<file path="src/rtl/wa_arb_3ch_if.sv">
// Write-address bundle between three request channels, the 3-to-1 arbiter
// and its single downstream write-address port.
interface wa_arb_3ch_if #(
    parameter int ADDR_W = 32
);
    logic              wavalid0;
    logic              wavalid1;
    logic              wavalid2;
    logic [ADDR_W-1:0] waaddr0;
    logic [ADDR_W-1:0] waaddr1;
    logic [ADDR_W-1:0] waaddr2;
    logic [7:0]        walen0;
    logic [7:0]        walen1;
    logic [7:0]        walen2;
    logic              waready0;
    logic              waready1;
    logic              waready2;
    logic              wasuc0;
    logic              wasuc1;
    logic              wasuc2;
    logic              m_awvalid;
    logic              m_awready;
    logic [ADDR_W-1:0] m_awaddr;
    logic [7:0]        m_awlen;
    logic [1:0]        m_awsrc;

    // Arbiter side: consumes channel requests, drives the downstream port.
    modport slave (
        input  wavalid0, wavalid1, wavalid2,
        input  waaddr0, waaddr1, waaddr2,
        input  walen0, walen1, walen2,
        input  m_awready,
        output waready0, waready1, waready2,
        output wasuc0, wasuc1, wasuc2,
        output m_awvalid, m_awaddr, m_awlen, m_awsrc
    );

    // Environment side: drives channel requests and downstream ready.
    modport master (
        output wavalid0, wavalid1, wavalid2,
        output waaddr0, waaddr1, waaddr2,
        output walen0, walen1, walen2,
        output m_awready,
        input  waready0, waready1, waready2,
        input  wasuc0, wasuc1, wasuc2,
        input  m_awvalid, m_awaddr, m_awlen, m_awsrc
    );
endinterface

</file>
<file path="src/rtl/wa_arb_3ch.sv">
// Three-to-one write-address arbiter with fixed-priority, round-robin and
// weighted round-robin policies, feeding a one-entry output register.
module wa_arb_3ch #(
    parameter int ADDR_W = 32
) (
    input  logic        clk,
    input  logic        rst_n,
    input  logic        arb_en,
    input  logic [1:0]  arb_mode,
    input  logic [15:0] weight_setting0,
    input  logic [15:0] weight_setting1,
    input  logic [15:0] weight_setting2,
    wa_arb_3ch_if.slave bus
);

    localparam logic [1:0]  MODE_RR  = 2'd1;
    localparam logic [1:0]  MODE_WRR = 2'd2;
    localparam logic [16:0] CNT_MAX  = 17'h1FFFF;

    logic [2:0]        valid;
    logic [2:0]        req;
    logic [2:0]        grant;
    logic [2:0]        ready;
    logic [2:0]        suc;
    logic              any_suc;
    logic [1:0]        suc_idx;
    logic              can_accept;

    logic              owner_req;
    logic [15:0]       owner_w;
    logic              owner_keep;

    logic [1:0]        last_q, last_d;
    logic [1:0]        owner_q, owner_d;
    logic [16:0]       run_cnt_q, run_cnt_d;

    logic              m_awvalid_q, m_awvalid_d;
    logic [ADDR_W-1:0] m_awaddr_q, m_awaddr_d;
    logic [7:0]        m_awlen_q, m_awlen_d;
    logic [1:0]        m_awsrc_q, m_awsrc_d;

    // Lowest index wins.
    function automatic logic [2:0] fixed_pick(input logic [2:0] r);
        logic [2:0] g;
        g = 3'b000;
        if (r[0])      g = 3'b001;
        else if (r[1]) g = 3'b010;
        else if (r[2]) g = 3'b100;
        return g;
    endfunction

    // Search starts one past prev, so prev itself is considered last.
    function automatic logic [2:0] rr_pick(input logic [2:0] r, input logic [1:0] prev);
        logic [2:0] g;
        g = 3'b000;
        case (prev)
            2'd0: begin
                if (r[1])      g = 3'b010;
                else if (r[2]) g = 3'b100;
                else if (r[0]) g = 3'b001;
            end
            2'd1: begin
                if (r[2])      g = 3'b100;
                else if (r[0]) g = 3'b001;
                else if (r[1]) g = 3'b010;
            end
            default: g = fixed_pick(r);
        endcase
        return g;
    endfunction

    function automatic logic [2:0] idx_onehot(input logic [1:0] idx);
        logic [2:0] g;
        g = 3'b000;
        case (idx)
            2'd0:    g = 3'b001;
            2'd1:    g = 3'b010;
            2'd2:    g = 3'b100;
            default: g = 3'b000;
        endcase
        return g;
    endfunction

    assign valid      = {bus.wavalid2, bus.wavalid1, bus.wavalid0};
    // With arbitration disabled only channel 0 may ever be granted.
    assign req        = arb_en ? valid : {2'b00, valid[0]};
    assign can_accept = ~m_awvalid_q | bus.m_awready;

    // Weighted RR: does the current owner still have credit and a request?
    always_comb begin
        owner_req = 1'b0;
        owner_w   = weight_setting0;
        case (owner_q)
            2'd0: begin owner_req = req[0]; owner_w = weight_setting0; end
            2'd1: begin owner_req = req[1]; owner_w = weight_setting1; end
            2'd2: begin owner_req = req[2]; owner_w = weight_setting2; end
            default: begin owner_req = 1'b0; owner_w = weight_setting0; end
        endcase
        owner_keep = owner_req & (run_cnt_q <= {1'b0, owner_w});
    end

    // Grant selection per policy; reserved mode falls back to fixed priority.
    always_comb begin
        grant = fixed_pick(req);
        case (arb_mode)
            MODE_RR:  grant = rr_pick(req, last_q);
            MODE_WRR: grant = owner_keep ? idx_onehot(owner_q) : rr_pick(req, owner_q);
            default:  grant = fixed_pick(req);
        endcase
    end

    assign ready   = grant & {3{can_accept}};
    assign suc     = valid & ready;
    assign any_suc = |suc;
    assign suc_idx = suc[1] ? 2'd1 : (suc[2] ? 2'd2 : 2'd0);

    // Next state of arbitration history and the output buffer.
    always_comb begin
        last_d      = last_q;
        owner_d     = owner_q;
        run_cnt_d   = run_cnt_q;
        m_awvalid_d = m_awvalid_q;
        m_awaddr_d  = m_awaddr_q;
        m_awlen_d   = m_awlen_q;
        m_awsrc_d   = m_awsrc_q;

        if (any_suc) begin
            // History tracks every handshake so a mode switch needs no flush.
            last_d = suc_idx;
            if (suc_idx == owner_q) begin
                run_cnt_d = (run_cnt_q == CNT_MAX) ? run_cnt_q : run_cnt_q + 17'd1;
            end else begin
                owner_d   = suc_idx;
                run_cnt_d = 17'd1;
            end

            m_awvalid_d = 1'b1;
            m_awsrc_d   = suc_idx;
            case (suc_idx)
                2'd1:    begin m_awaddr_d = bus.waaddr1; m_awlen_d = bus.walen1; end
                2'd2:    begin m_awaddr_d = bus.waaddr2; m_awlen_d = bus.walen2; end
                default: begin m_awaddr_d = bus.waaddr0; m_awlen_d = bus.walen0; end
            endcase
        end else if (bus.m_awready) begin
            m_awvalid_d = 1'b0;
        end
    end

    // State registers; reset drops any buffered entry immediately.
    always_ff @(posedge clk or negedge rst_n) begin
        if (!rst_n) begin
            last_q      <= 2'd2;
            owner_q     <= 2'd0;
            run_cnt_q   <= 17'd0;
            m_awvalid_q <= 1'b0;
            m_awaddr_q  <= '0;
            m_awlen_q   <= 8'd0;
            m_awsrc_q   <= 2'd0;
        end else begin
            last_q      <= last_d;
            owner_q     <= owner_d;
            run_cnt_q   <= run_cnt_d;
            m_awvalid_q <= m_awvalid_d;
            m_awaddr_q  <= m_awaddr_d;
            m_awlen_q   <= m_awlen_d;
            m_awsrc_q   <= m_awsrc_d;
        end
    end

    assign bus.waready0  = ready[0];
    assign bus.waready1  = ready[1];
    assign bus.waready2  = ready[2];
    assign bus.wasuc0    = suc[0];
    assign bus.wasuc1    = suc[1];
    assign bus.wasuc2    = suc[2];
    assign bus.m_awvalid = m_awvalid_q;
    assign bus.m_awaddr  = m_awaddr_q;
    assign bus.m_awlen   = m_awlen_q;
    assign bus.m_awsrc   = m_awsrc_q;

endmodule

</file>
<file path="src/flat_wrapper.sv">
// flat-port wrapper written by rule: the top's interface ports become plain ports
module wa_arb_3ch_flat 
#(
    parameter int ADDR_W = 32
)
  (clk, rst_n, arb_en, arb_mode, weight_setting0, weight_setting1, weight_setting2, bus_wavalid0, bus_wavalid1, bus_wavalid2, bus_waaddr0, bus_waaddr1, bus_waaddr2, bus_walen0, bus_walen1, bus_walen2, bus_m_awready, bus_waready0, bus_waready1, bus_waready2, bus_wasuc0, bus_wasuc1, bus_wasuc2, bus_m_awvalid, bus_m_awaddr, bus_m_awlen, bus_m_awsrc);
  wa_arb_3ch_if #(.ADDR_W(ADDR_W)) bus_i ();
  input  logic clk;
  input  logic rst_n;
  input  logic arb_en;
  input  logic [1:0] arb_mode;
  input  logic [15:0] weight_setting0;
  input  logic [15:0] weight_setting1;
  input  logic [15:0] weight_setting2;
  input wire logic [$bits(bus_i.wavalid0)-1:0] bus_wavalid0;
  input wire logic [$bits(bus_i.wavalid1)-1:0] bus_wavalid1;
  input wire logic [$bits(bus_i.wavalid2)-1:0] bus_wavalid2;
  input wire logic [$bits(bus_i.waaddr0)-1:0] bus_waaddr0;
  input wire logic [$bits(bus_i.waaddr1)-1:0] bus_waaddr1;
  input wire logic [$bits(bus_i.waaddr2)-1:0] bus_waaddr2;
  input wire logic [$bits(bus_i.walen0)-1:0] bus_walen0;
  input wire logic [$bits(bus_i.walen1)-1:0] bus_walen1;
  input wire logic [$bits(bus_i.walen2)-1:0] bus_walen2;
  input wire logic [$bits(bus_i.m_awready)-1:0] bus_m_awready;
  output wire logic [$bits(bus_i.waready0)-1:0] bus_waready0;
  output wire logic [$bits(bus_i.waready1)-1:0] bus_waready1;
  output wire logic [$bits(bus_i.waready2)-1:0] bus_waready2;
  output wire logic [$bits(bus_i.wasuc0)-1:0] bus_wasuc0;
  output wire logic [$bits(bus_i.wasuc1)-1:0] bus_wasuc1;
  output wire logic [$bits(bus_i.wasuc2)-1:0] bus_wasuc2;
  output wire logic [$bits(bus_i.m_awvalid)-1:0] bus_m_awvalid;
  output wire logic [$bits(bus_i.m_awaddr)-1:0] bus_m_awaddr;
  output wire logic [$bits(bus_i.m_awlen)-1:0] bus_m_awlen;
  output wire logic [$bits(bus_i.m_awsrc)-1:0] bus_m_awsrc;
  assign bus_i.wavalid0 = bus_wavalid0;
  assign bus_i.wavalid1 = bus_wavalid1;
  assign bus_i.wavalid2 = bus_wavalid2;
  assign bus_i.waaddr0 = bus_waaddr0;
  assign bus_i.waaddr1 = bus_waaddr1;
  assign bus_i.waaddr2 = bus_waaddr2;
  assign bus_i.walen0 = bus_walen0;
  assign bus_i.walen1 = bus_walen1;
  assign bus_i.walen2 = bus_walen2;
  assign bus_i.m_awready = bus_m_awready;
  assign bus_waready0 = bus_i.waready0;
  assign bus_waready1 = bus_i.waready1;
  assign bus_waready2 = bus_i.waready2;
  assign bus_wasuc0 = bus_i.wasuc0;
  assign bus_wasuc1 = bus_i.wasuc1;
  assign bus_wasuc2 = bus_i.wasuc2;
  assign bus_m_awvalid = bus_i.m_awvalid;
  assign bus_m_awaddr = bus_i.m_awaddr;
  assign bus_m_awlen = bus_i.m_awlen;
  assign bus_m_awsrc = bus_i.m_awsrc;
  wa_arb_3ch #(.ADDR_W(ADDR_W)) u_core (.clk(clk), .rst_n(rst_n), .arb_en(arb_en), .arb_mode(arb_mode), .weight_setting0(weight_setting0), .weight_setting1(weight_setting1), .weight_setting2(weight_setting2), .bus(bus_i));
endmodule
</file>
<file path="config.mk">
export PLATFORM = sky130hd
export DESIGN_NAME = wa_arb_3ch_flat
export DESIGN_NICKNAME = d
export VERILOG_FILES = /design/src/rtl/wa_arb_3ch_if.sv /design/src/rtl/wa_arb_3ch.sv /design/src/flat_wrapper.sv
export SDC_FILE = /design/constraint.sdc
export NUM_CORES = 1
export LEC_CHECK = 0
export CORE_MARGIN = 4
export CORE_UTILIZATION = 41
export DETAILED_ROUTE_END_ITERATION = 10
export GPL_ROUTABILITY_DRIVEN = 0
export PLACE_DENSITY = 0.81
export SETUP_SLACK_MARGIN = 0.5
export SYNTH_ARGS = -nofsm -noshare
export SYNTH_HDL_FRONTEND = slang
export SYNTH_SLANG_ARGS = --single-unit
</file>
<file path="constraint.sdc">
create_clock -name clk -period 5.6 [get_ports clk]
set_clock_uncertainty 0.05 [all_clocks]
set_input_delay 1.12 -clock clk [delete_from_list [all_inputs] [get_ports clk]]
set_output_delay 1.12 -clock clk [all_outputs]
set_load 0.02 [all_outputs]
</file>
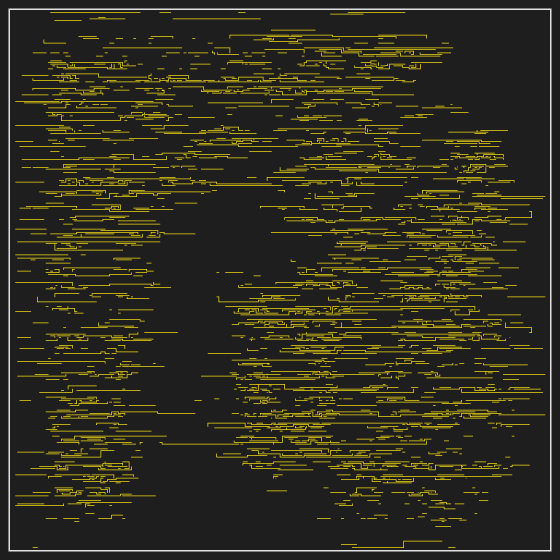
*Signal wires on met1*
nets with wire on the layer: 812
main direction: horizontal
longest straight run: 29.9 um
share of all routed wire: 39%
wire length on this layer: 6480 um
vias: 5105
final wirelength: 16580 um
grt met1 use: 28.28%

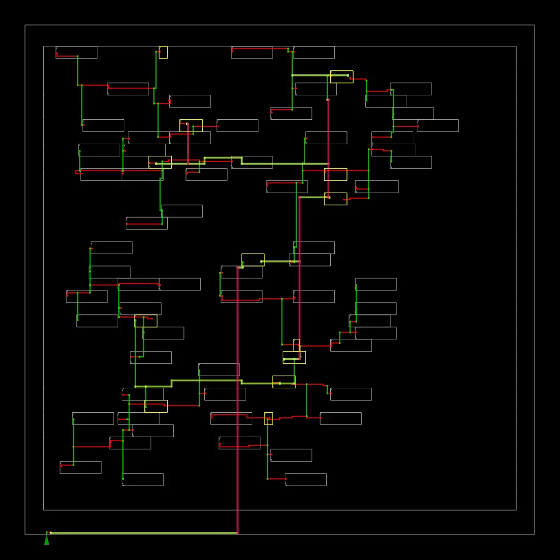
*The clock network*
CTS Sinks: 63
seq_cells: 63

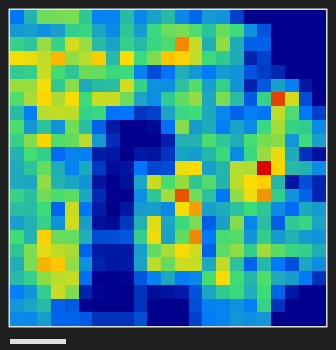
*Wiring heat map*
The bar under the picture is 20 um long. The die is cut into 23 by 23 equal tiles; dark blue is low, red is high, scaled to the fullest tile. Values are wire area over tile area, all layers added.
nearly empty tiles: 11%
densest ninth of the die: top left
fullest tile: 0.58
mean over tiles: 0.21
drt wl/cell: 18.82 um
all-layer global routing usage: 24.69%

==> CHANGELOG.md <==
### Physical design

- Outcome: complete, no violations
- Synthesis Warnings: 0
- Synth area leaders: dfrtp_1 (34%), a22oi_1 (15%), o21ai_0 (8.3%)
- Hold path endpoint: u_core.bus.m_awaddr[22]$_DFFE_PN0P_
- Worst Hold Path Cells: 2
- Antenna cells: 0
- R2R Path End: u_core.bus.m_awlen[7]$_DFFE_PN0P_
- Post-synth seq share: 34.54%
- Final Net Count: 941
- R2r startpoint: u_core.owner_q[0]$_DFFE_PN0P_
- Yosys synthesis chip area: 4568 sq um
- Crit path from: weight_setting2[14]
- Min-delay src: u_core.bus.m_awaddr[22]$_DFFE_PN0P_
- EDFF count, synth: 0
- Antenna violations before repair: 0
- 1st-iter DRT viols: 374
- Pwr Density: 343.7 nW/um^2
- Power share of the clock group: 13.6%
- Share of cells above drive strength 1: 9.987%
- Max Buffers Root-to-Sink: 2
- CP required: 4.43 ns
- Adder share: 6.847%
- Critical path endpoint: bus_wasuc1
- Fp util: 41.96%
- Simple share: 14.85%
- Area after DPL: 6989 sq um
- Max H-tree Level: 3
- Chip area: 12890 sq um
- Top Layout Cells: clkdlybuf4s50_1 (218), a22oi_1 (93), o21ai_0 (75)
- GRT overflow: 0
- CTS tree: built
- Post-Syn Nets: 719
- Dominant comb cell: AND-OR/OR-AND gates
- Net Sw Frac: 42.00%
- Top-area cell share: 33.96%
- DIE HEIGHT: 113.6 um
- CTS root buf: clkbuf_8
- Internal power: 1.434 mW
- Sequential cell area: 1579 sq um
- RSZ-0062 raised after global routing: yes
- Synth top cell by count: a22oi_1
- Worst Hold Class: reg -> reg
- Tool Warnings: 33
- Die X: 113.6 um
- Rel. slew slack: 44.51%
- Yosys Instances: 517
- Router iterations before antenna repair: 7
- Synth area leader: dfrtp_1
- Logic area: 2786 sq um
- First-pass GRT wire length: 25540 um
- Post-Syn Area: 4568 sq um
- Detailed Place HPWL: 12760 um
- Main flop type: dfrtp_1
- Final Instance Area: 7191 sq um
- Via density per instance: 5.795
- Crit share post-route: 89.66%
- Crit-path cells: clkdlybuf4s50_1 -> a22oi_1 -> nand2_1 -> o21ai_0 -> ha_1 -> a21o_1 -> a211o_1 -> a21oi_2 -> and4_4 -> o31ai_2 -> a21oi_2 -> nand2_4 -> inv_4 -> clkbuf_2
- Final ANT Viol Nets: 0
- Critical path type: in -> out
- DRC: 0
- Critical Path Stages: 14
- Setup crit start kind: input pin
- Slowest cell on crit path: clkdlybuf4s50_1
- Vias in the first global route: 5186
- Clk ins delay skew pair: 0.34 ns
- Floorplan Core Area: 10890 sq um
- FMAX: 199.2 MHz
- Final setup fails: 0
- Post-CTS Setup Repair Bufs: 0
- Max-Cap Viols: 0
- Max stage delay on crit path: 0.40 ns
- R2r worst-path depth: 20
- Std-Cell Rows: 38
- Post-synth regs: 63
- Mux share: 0.7943%
- Final slew viol count: 0
- CP most frequent cell: a21oi_2
- Worst reg-to-reg setup slack: 0.99 ns
- CTS Buf Count: 9
- Leading post-synthesis cells by instance count: a22oi_1 (93), o21ai_0 (76), dfrtp_1 (62)
- Fin. Hold Viols: 0
- Pleak: 2.933 nW
- Synthesized netlist cell count: 517
- Pin count of the biggest net entering global routing: 64
- Complex Gates by Area: 37.06%
- Arrival time worst endpoint: 3.85 ns
- Mean Syn Cell Area: 8.836 sq um
- Asr flop ratio synth: 100.0%
- Fillers: 851
- Max VDD drop: 0.0002045 V
- Net Switching: 1.038 mW
- Distinct lib cells: 59
- Cts hold-fix bufs: 0
- CP max FO: 7
- WP buf/inv: 3
- Buffers on Ports: 225
- Setup TNS: 0 ns
- Worst-margin pin slew: 0.8323 ns
- Number of I/O pins: 226
- Reg power frac: 29.4%
-- tightest hold or removal path, cell delays in order, from the launching register on --
cell and delay, ns:
dfrtp_1 0.35, a22oi_1 0.06, o21ai_0 0.06
-- state kept, by name, indices dropped and copies added (netlist names) --
name / cells
u_core.bus.m_awlen: 8
u_core.bus.m_awvalid: 1
u_core.bus.m_awaddr: 32
u_core.bus.m_awsrc: 1
u_core.last_q: 2
u_core.run_cnt_q: 17
u_core.owner_q: 2
-- routing by layer --
layer / wire length [um] / global-route usage [%]
met4: 372 / 9.295
met5: 0 / 0
met2: 8387 / 43.35
met1: 6477 / 28.28
met3: 1339 / 7.321
-- stage by stage --
stage          util [%]  setup WS, ns  hold WS, ns  total power, mW  std cells
6_report          66.04        0.5791       0.4594            2.472        881
5_1_grt           66.04        0.4282       0.4855            2.633        881
4_1_cts           65.78        0.3991       0.4638            2.443        879
3_5_place_dp      64.19       0.06355       0.4448            2.093        866
3_3_place_gp      64.19        0.1676       0.4374            2.051        866
2_1_floorplan         -        0.5027       0.4193            1.472        517
-- area by class of cell --
class / instances / area share, %
multi-input combinational: 395 / 38.75
clock buffer: 11 / 1.966
sequential: 63 / 21.96
timing repair buffer: 248 / 33.53
inverter: 22 / 1.218
tap: 140 / 2.436
clock inverter: 2 / 0.1392
-- power by group through the flow --
stage               Combinational, mW  Clock (mW)  Sequential [mW]
global placement                 1.33           0            0.719
CTS                              1.38       0.341            0.723
finish                           1.41       0.335            0.727
detailed placement               1.37           0            0.723
floorplan                       0.620           0            0.851
global route                     1.53       0.359            0.744
-- cells by family after synthesis --
kind of cell             Yosys count
XOR/XNOR                           1
buffers and inverters             59
adder cells (fa/ha/maj)           25
flip-flops                        63
AND/OR/NAND/NOR                  121
multiplexers                       3
AND-OR/OR-AND                    245
No activity file was given, so power comes from the tool's default toggle rates.
